Figure 1. Drive-strength map (run 1).
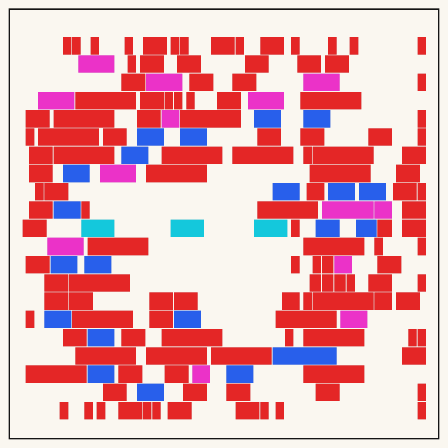
Figure 2. Routing congestion map (run 1).
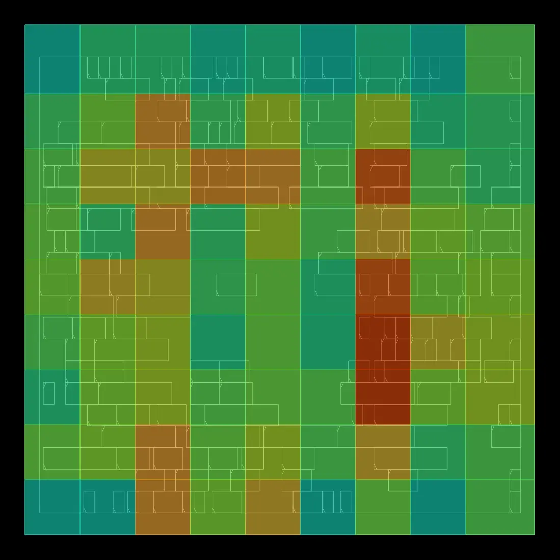
Figure 3. Wires at chosen ports, followed through buffers (run 1).
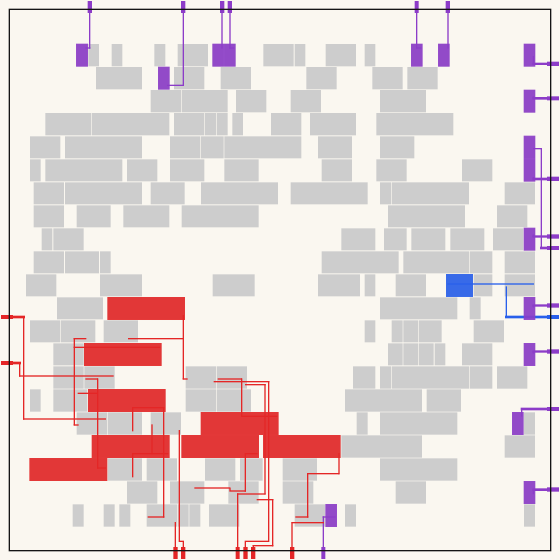
<file path="src/rtl/fifo_access_arbiter_pkg.sv">
// Shared types and defaults for the FIFO access arbiter.
// Latency: none; declarations only.
// Backpressure: none; declarations only.
package fifo_arb_pkg;

  // Arbiter FSM: one FIFO operation per grant, always separated by IDLE
  typedef enum logic [1:0] {
    IDLE    = 2'd0,
    WR      = 2'd1,
    RD      = 2'd2,
    RD_WAIT = 2'd3
  } state_t;

  // Last completed operation, used to alternate contested grants
  typedef enum logic {
    OP_WR = 1'b0,
    OP_RD = 1'b1
  } op_t;

  localparam int DEF_DW    = 8;
  localparam int DEF_CNT_W = 16;

endpackage

</file>
<file path="src/rtl/fifo_access_arbiter_rr_pick.sv">
// Round-robin selector: first requester at or after i_ptr (wrapping) wins.
// Latency: combinational.
// Backpressure: none; the caller decides whether to act on the pick.
module rr_pick
  import fifo_arb_pkg::*;
#(
  parameter int NUM_WR = 2,
  parameter int IW     = $clog2(NUM_WR)
) (
  input  logic [NUM_WR-1:0] i_req,
  input  logic [IW-1:0]     i_ptr,
  output logic [IW-1:0]     o_gnt_idx,
  output logic              o_gnt_vld
);

  logic [IW-1:0] w_idx;

  // Scan from the farthest offset down so the nearest requester to i_ptr overwrites last
  always_comb begin
    o_gnt_idx = '0;
    o_gnt_vld = 1'b0;
    w_idx     = '0;
    for (int k = NUM_WR - 1; k >= 0; k--) begin
      w_idx = IW'((int'(i_ptr) + k) % NUM_WR);
      if (i_req[w_idx]) begin
        o_gnt_idx = w_idx;
        o_gnt_vld = 1'b1;
      end
    end
  end

endmodule

</file>
<file path="src/rtl/fifo_access_arbiter.sv">
// Shares one single-port FIFO between NUM_WR producers and one consumer; optional stats under FIFO_ARB_STATS_EN.
// Latency: write ack 1 cycle after grant (1 per 2 cycles); read valid 2 cycles after fifo_rd_req (1 per 3 cycles).
// Backpressure: writes stall while fifo_full, reads stall while fifo_empty; flags sampled only in IDLE.
module fifo_access_arbiter
  import fifo_arb_pkg::*;
#(
  parameter int NUM_WR = 2,
  parameter int DW     = DEF_DW,
  parameter int CNT_W  = DEF_CNT_W
) (
  input  logic                 clk,
  input  logic                 rst_n,
  input  logic [NUM_WR-1:0]    wr_req,
  input  logic [NUM_WR*DW-1:0] wr_data,
  output logic [NUM_WR-1:0]    wr_ack,
  input  logic                 rd_req,
  output logic [DW-1:0]        rd_data,
  output logic                 rd_valid,
  output logic                 fifo_wr_en,
  output logic                 fifo_rd_req,
  output logic [DW-1:0]        fifo_wdata,
  input  logic [DW-1:0]        fifo_rdata,
  input  logic                 fifo_empty,
  input  logic                 fifo_full,
  input  logic                 stat_clr,
  output logic [CNT_W-1:0]     stat_wr_cnt,
  output logic [CNT_W-1:0]     stat_rd_cnt
);

  localparam int IW = $clog2(NUM_WR);

  state_t            r_state;
  op_t               r_last_op;
  logic [IW-1:0]     r_rr_ptr;
  logic [IW-1:0]     r_gnt;
  logic [NUM_WR-1:0] r_wr_ack;
  logic [DW-1:0]     r_rd_data;
  logic              r_rd_valid;
  logic              r_fifo_wr_en;
  logic              r_fifo_rd_req;
  logic [DW-1:0]     r_fifo_wdata;

  logic [IW-1:0]     w_pick_idx;
  logic              w_pick_vld;
  logic              w_wr_cand;
  logic              w_rd_cand;
  logic              w_grant_wr;
  logic              w_grant_rd;
  logic [IW-1:0]     w_ptr_nxt;
  logic [DW-1:0]     w_wr_data [NUM_WR];

  for (genvar gi = 0; gi < NUM_WR; gi++) begin : g_unpack
    assign w_wr_data[gi] = wr_data[gi*DW +: DW];
  end

  rr_pick #(
    .NUM_WR (NUM_WR),
    .IW     (IW)
  ) u_rr_pick (
    .i_req     (wr_req),
    .i_ptr     (r_rr_ptr),
    .o_gnt_idx (w_pick_idx),
    .o_gnt_vld (w_pick_vld)
  );

  // Contested grants go to the op that did not run last
  assign w_wr_cand  = w_pick_vld & ~fifo_full;
  assign w_rd_cand  = rd_req & ~fifo_empty;
  assign w_grant_wr = w_wr_cand & (~w_rd_cand | (r_last_op == OP_RD));
  assign w_grant_rd = w_rd_cand & ~w_grant_wr;
  assign w_ptr_nxt  = (r_gnt == IW'(NUM_WR - 1)) ? '0 : r_gnt + IW'(1);

  // Arbiter FSM with registered FIFO strobes and producer/consumer handshakes
  always_ff @(posedge clk or negedge rst_n) begin
    if (!rst_n) begin
      r_state       <= IDLE;
      r_last_op     <= OP_RD;
      r_rr_ptr      <= '0;
      r_gnt         <= '0;
      r_wr_ack      <= '0;
      r_rd_data     <= '0;
      r_rd_valid    <= 1'b0;
      r_fifo_wr_en  <= 1'b0;
      r_fifo_rd_req <= 1'b0;
      r_fifo_wdata  <= '0;
    end else begin
      r_wr_ack      <= '0;
      r_rd_valid    <= 1'b0;
      r_fifo_wr_en  <= 1'b0;
      r_fifo_rd_req <= 1'b0;
      case (r_state)
        IDLE: begin
          if (w_grant_wr) begin
            r_state      <= WR;
            r_gnt        <= w_pick_idx;
            r_fifo_wr_en <= 1'b1;
            r_fifo_wdata <= w_wr_data[w_pick_idx];
            r_wr_ack     <= NUM_WR'(1) << w_pick_idx;
          end else if (w_grant_rd) begin
            r_state       <= RD;
            r_fifo_rd_req <= 1'b1;
          end
        end
        WR: begin
          r_rr_ptr  <= w_ptr_nxt;
          r_last_op <= OP_WR;
          r_state   <= IDLE;
        end
        RD: begin
          r_state <= RD_WAIT;
        end
        RD_WAIT: begin
          r_rd_data  <= fifo_rdata;
          r_rd_valid <= 1'b1;
          r_last_op  <= OP_RD;
          r_state    <= IDLE;
        end
        default: r_state <= IDLE;
      endcase
    end
  end

  assign wr_ack      = r_wr_ack;
  assign rd_data     = r_rd_data;
  assign rd_valid    = r_rd_valid;
  assign fifo_wr_en  = r_fifo_wr_en;
  assign fifo_rd_req = r_fifo_rd_req;
  assign fifo_wdata  = r_fifo_wdata;

`ifdef FIFO_ARB_STATS_EN
  logic [CNT_W-1:0] r_stat_wr_cnt;
  logic [CNT_W-1:0] r_stat_rd_cnt;

  // Saturating op counters; clear beats a coincident increment
  always_ff @(posedge clk or negedge rst_n) begin
    if (!rst_n) begin
      r_stat_wr_cnt <= '0;
      r_stat_rd_cnt <= '0;
    end else if (stat_clr) begin
      r_stat_wr_cnt <= '0;
      r_stat_rd_cnt <= '0;
    end else begin
      if ((|r_wr_ack) && (r_stat_wr_cnt != '1)) r_stat_wr_cnt <= r_stat_wr_cnt + CNT_W'(1);
      if (r_rd_valid && (r_stat_rd_cnt != '1))  r_stat_rd_cnt <= r_stat_rd_cnt + CNT_W'(1);
    end
  end

  assign stat_wr_cnt = r_stat_wr_cnt;
  assign stat_rd_cnt = r_stat_rd_cnt;
`else
  logic w_stat_clr_unused;
  assign w_stat_clr_unused = stat_clr;
  assign stat_wr_cnt       = '0;
  assign stat_rd_cnt       = '0;
`endif

endmodule

</file>
<file path="config.mk">
export PLATFORM = sky130hd
export DESIGN_NAME = fifo_access_arbiter
export DESIGN_NICKNAME = d
export VERILOG_FILES = /design/src/rtl/fifo_access_arbiter_pkg.sv /design/src/rtl/fifo_access_arbiter_rr_pick.sv /design/src/rtl/fifo_access_arbiter.sv
export SDC_FILE = /design/constraint.sdc
export NUM_CORES = 1
export LEC_CHECK = 0
export CAP_MARGIN = 20
export CORE_MARGIN = 1.5
export CORE_UTILIZATION = 37
export CTS_CLUSTER_SIZE = 12
export DETAILED_ROUTE_END_ITERATION = 10
export PLACE_DENSITY = 0.81
export SLEW_MARGIN = 20
export SYNTH_ARGS = -nofsm -noshare
export SYNTH_HDL_FRONTEND = slang
export SYNTH_HIERARCHICAL = 1
export SYNTH_SLANG_ARGS = --single-unit
</file>
<file path="constraint.sdc">
create_clock -name clk -period 2.2 [get_ports clk]
set_input_delay 0.66 -clock clk [delete_from_list [all_inputs] [get_ports clk]]
set_output_delay 0.66 -clock clk [all_outputs]
set_load 0.03 [all_outputs]
</file>
==> qor.yml, run 1 <==
run_status:
  status: "finished clean"
timing:
  setup_viol: 0
  fin_crit_sh: 0.911
  slew_viol_final: 0
worst_setup_path:
  startpoint_type: "primary input"
  critPathMaxFanout: 11
  worstPathRequired_ns: 2.35
  crit_start: "wr_req[1]"
  crit_arrival_ns: 2.16
  critPathKind: "in -> reg"
  worst-r2r-cell-count: 5
  max_stage_delay_ns: 0.47
clock_tree:
  tritoncts: "yes"
  cts-htree-levels: 1
  cts_resized: 0
  cts.sinks: 26
  ctsHoldBuffers: 0
  clk_pin_slew_worst_paths_ns: 0.08
min_path:
  min_path_cells: 1
  holdCritStartpoint: "r_gnt$_DFFE_PN0P_"
synth:
  ys_sh_xor: 0
  ys.flop_type: "dfrtp_1"
  mux_area_frac: 0.225
  ys_area_mm2: 0.00137
  synth_area_mm2: 0.00137
  top_logic_kind: "multiplexers"
  yosysUniqueCellTypes: 22
  ys_sh_simple: 0.0494
  async_flop_share: 1.00
grt:
  grtUsageTotal: 0.129
  grt.overflow.total: 0
  grt_max_degree: 27
placed_design:
  gp_congestion: 0.775
floorplan:
  die_w_um: 63.8
  die_area_mm2: 0.00407
  die_h_um: 63.8
  core_area_mm2: 0.00344
  fp_util: 0.398
route:
  drc: 0
  wl_per_cell_um: 12.2
  drtAntennaViolNets: 0
  num_vias: 883
  drt_iter0_markers: 16
  drtPass1Iterations: 3
cells_and_area:
  antennaDiodeCount: 0
  drive_gt1_frac: 0.224
  final_common_cell: "clkdlybuf4s50_1"
## Picture notes: Figure 1
x2: shown in blue, cells 21, share 13%. x6 and larger: shown in cyan, cells 3, share 1.8%. x1 and smaller: shown in red, cells 128, share 78%. x3 and x4: shown in magenta, cells 13, share 7.9%.
Setup WS post-layout: 0.197 ns
area grow syn2layout: 36.2%

## Picture notes: Figure 2
Core Util, Final: 0.542
met3 usage: 0.0440

## Picture notes: Figure 3
stat_rd_cnt: shown in purple, direction output, edge 9 east, 6 north, 1 south, end cells 16, buffers 0, wire 68.3 um. fifo_full: shown in blue, direction input, edge east, end cells 1, buffers 1, wire 18.5 um. rd_data: shown in red, direction output, edge 6 south, 2 west, end cells 8, buffers 8, wire 242 um.
number of I/O pins: 85
I/O Buffers: 51

-- run 1: state kept, by name, indices dropped and copies added (netlist names) --
register,cells
r_gnt,1
r_state,2
wr_ack,2
fifo_wr_en,1
rd_valid,1
fifo_wdata,8
rd_data,8
fifo_rd_req,1
r_last_op,1
r_rr_ptr,1
-- run 1: synth_stat cells, drive strengths merged, types with 2 or more instances --
master | n | area share
buf | 33 | 0.19
dfrtp | 25 | 0.46
mux2 | 25 | 0.22
inv | 7 | 0.019
nor2 | 3 | 0.0082
a21oi | 2 | 0.0073
-- run 1: metrics by stage --
stage	worst slack (ns)	hold WS [ns]	setup TNS, ns
after CTS	0.199	0.450	0
after detailed placement	-0.0788	0.438	-0.699
final	0.197	0.450	0
after floorplan	0.293	0.364	0
after global placement	-0.0539	0.432	-0.273
after global routing	0.112	0.469	0
-- run 1: cell type report --
class                   instances  area [um2]
clock buffers                   4        45.0
flip-flops and latches         26         652
repair buffers                 55         541
well taps                      46        57.6
fillers                       321        1580
inverters                       7        26.3
multi-input cells              73         543
-- run 1: metal layers --
metal	GRT usage	vias to the layer above	wire length, um
li1	-	405	-
met1	0.130	437	925
met2	0.255	39	1490
met3	0.0440	2	149
met4	0.0163	0	14
met5	0	-	0
-- run 1: how the worst max path moves through the flow --
stage	end	depth (start not counted)
final	fifo_wdata[6]$_DFFE_PN0P_	5
after global routing	fifo_wdata[2]$_DFFE_PN0P_	5
after CTS	fifo_wdata[6]$_DFFE_PN0P_	5
after detailed placement	fifo_wdata[6]$_DFFE_PN0P_	5
after global placement	fifo_wdata[1]$_DFFE_PN0P_	4
after floorplan	fifo_wdata[0]$_DFFE_PN0P_	4
-- run 1: report_power, final --
part           internal (W)  switching, W  total (W)
combinational      0.000602      0.000673    0.00128
sequential         0.000699      0.000129   0.000828
clock              0.000129      0.000136   0.000265
==> run 2, diff against run 1 <==
--- a/config.mk
+++ b/config.mk
@@ -10,9 +10,9 @@
 export CORE_UTILIZATION = 37
 export CTS_CLUSTER_SIZE = 12
 export DETAILED_ROUTE_END_ITERATION = 10
-export PLACE_DENSITY = 0.81
+export PLACE_DENSITY = 0.8
+export SKIP_LAST_GASP = 1
 export SLEW_MARGIN = 20
 export SYNTH_ARGS = -nofsm -noshare
 export SYNTH_HDL_FRONTEND = slang
-export SYNTH_HIERARCHICAL = 1
 export SYNTH_SLANG_ARGS = --single-unit
Figure 4. Placement by cell class (run 2).
The bar under the picture is 20 um long.
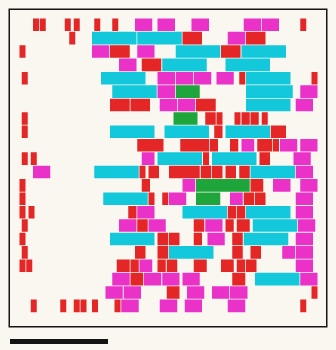
remaining logic cells: shown in red, cells 96. clock drivers and dummy loads: shown in green, cells 4. remaining buffers and delay cells: shown in magenta, cells 57. registers: shown in cyan, cells 26.
std cell rows: 22
cell area after layout: 0.00190 mm2
flop share of the area: 0.342
Core Util, Final: 0.524
core area: 0.00363 mm2

Figure 5. Routing congestion map (run 2).
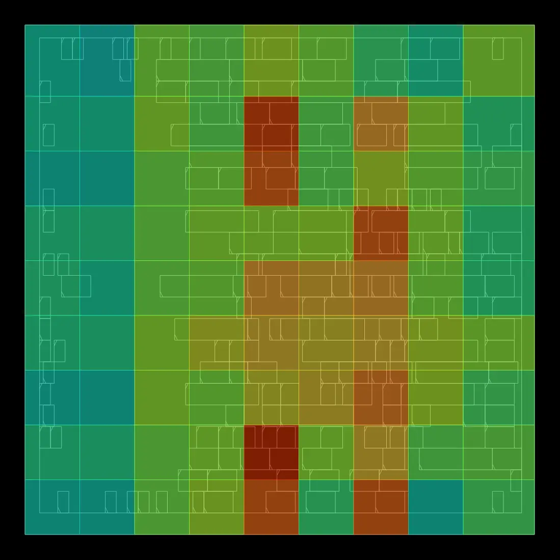
routed length per instance: 12.2 um
met3 usage: 0.0176
Tot GR Track Use: 0.140

==> run 2 against run 1 <==
Combinational power is essentially flat. Worst setup slack better by 0.017 ns. Clock skew down 0.0013 ns. Register-to-register slack better by 0.05 ns. Synthesized cell count grew 17%. Routed wire length rose by 9.0%. Utilization fell by 1.8 points. Cell count up 9.5%. Power rose by 4.1%. Via count grew 18%. Critical path depth decreased by 4. Global-route usage up 1.1 points. Critical path type is now reg -> out. Largest power group unchanged.
==> qor.yml, run 2 <==
placed_design:
  gp_congestion: 0.750  # -3.2%
worst_setup_path:
  max_stage_delay_ns: 0.68  # +0.21 ns
  critPathKind: "reg -> out"
cells_and_area:
  drive_gt1_frac: 0.131  # -0.0931
  antennaDiodeCount: 0  # unchanged
  areaGrowthSynthToFinish_pct: 37.5
  final_common_cell: "clkdlybuf4s50_1"
floorplan:
  fp_util: 0.381  # -0.0165
  ios: 85  # unchanged
  die_h_um: 64.2  # +0.56%
clock_tree:
  cts.sinks: 26  # unchanged
  tritoncts: "yes"
  clk_pin_slew_worst_paths_ns: 0.09  # about the same
power:
  intPower_w: 0.00148  # +3.3%
  seqPwrFrac: 0.334  # -0.015
  switching_share: 0.400  # +0.00410
  power_frac_comb: 0.508  # -0.031
synth:
  async_flop_share: 1.00  # unchanged
  ys_area_mm2: 0.00139  # +1.2%
  yosysTopAreaCell: "dfrtp_1"
  yosysUniqueCellTypes: 24  # +9.1%
  synth_area_mm2: 0.00139  # +1.2%
  top_cells_by_count: "buf_4 (32), dfrtp_1 (25), a31oi_1 (17)"
  most_common_cell: "buf_4"
timing:
  setup_viol: 0  # unchanged
  timing.final.ws_setup_ns: 0.213  # +0.0168 ns
  fin_crit_sh: 0.903  # -0.00762
route:
  num_vias: 1046  # +18%
run_status:
  status: "finished clean"
run 2: cell count changes in the layout (fill, tap and decap cells not counted), sizes merged, moves of 2 or more:
cell and change:
mux2 -16, a31oi +17, nand3b +8, buf +2, o21ai +8
run 2: power groups by stage:
| stage | sequential, W | clock [W] | combinational (W) |
|---|---|---|---|
| 6_report | 0.000822 | 0.000390 | 0.00125 |
| 5_1_grt | 0.000849 | 0.000418 | 0.00133 |
| 4_1_cts | 0.000823 | 0.000397 | 0.00126 |
| 3_5_place_dp | 0.000832 | 0 | 0.00125 |
| 3_3_place_gp | 0.000820 | 0 | 0.00124 |
| 2_1_floorplan | 0.00114 | 0 | 0.000498 |
run 2: layout make-up:
class | instances | area, um2 | area share
inverter | 6 | 25.0 | 0.0131
tap | 48 | 60.1 | 0.0315
clock inverter | 1 | 30.0 | 0.0158
multi-input combinational | 90 | 541 | 0.284
clock buffer | 3 | 41.3 | 0.0217
sequential | 26 | 652 | 0.342
timing repair buffer | 57 | 556 | 0.292
run 2: through the flow:
stage                     hold slack [ns]  area (um2)  instances
after global routing                0.533        1900        231
after global placement              0.466        1830        227
after detailed placement            0.479        1830        227
after CTS                           0.493        1900        231
final                               0.484        1900        231
after floorplan                     0.364        1500        159
run 2: kinds of logic after synthesis:
family                 synth area share
muxes                            0.0759
AOI/OAI and AO/OA                 0.138
other                           0.00271
DFF                               0.471
buffers and inverters             0.223
and+or+nand+nor                  0.0894
run 2: metal layers:
layer,share of wire,vias up,wire length (um),track usage
li1,-,495,-,-
met1,0.43,505,1200,0.184
met2,0.51,40,1440,0.233
met3,0.045,6,125,0.0176
met4,0.015,0,43,0.0532
met5,0,-,0,0
Power and IR drop assume default switching activity.
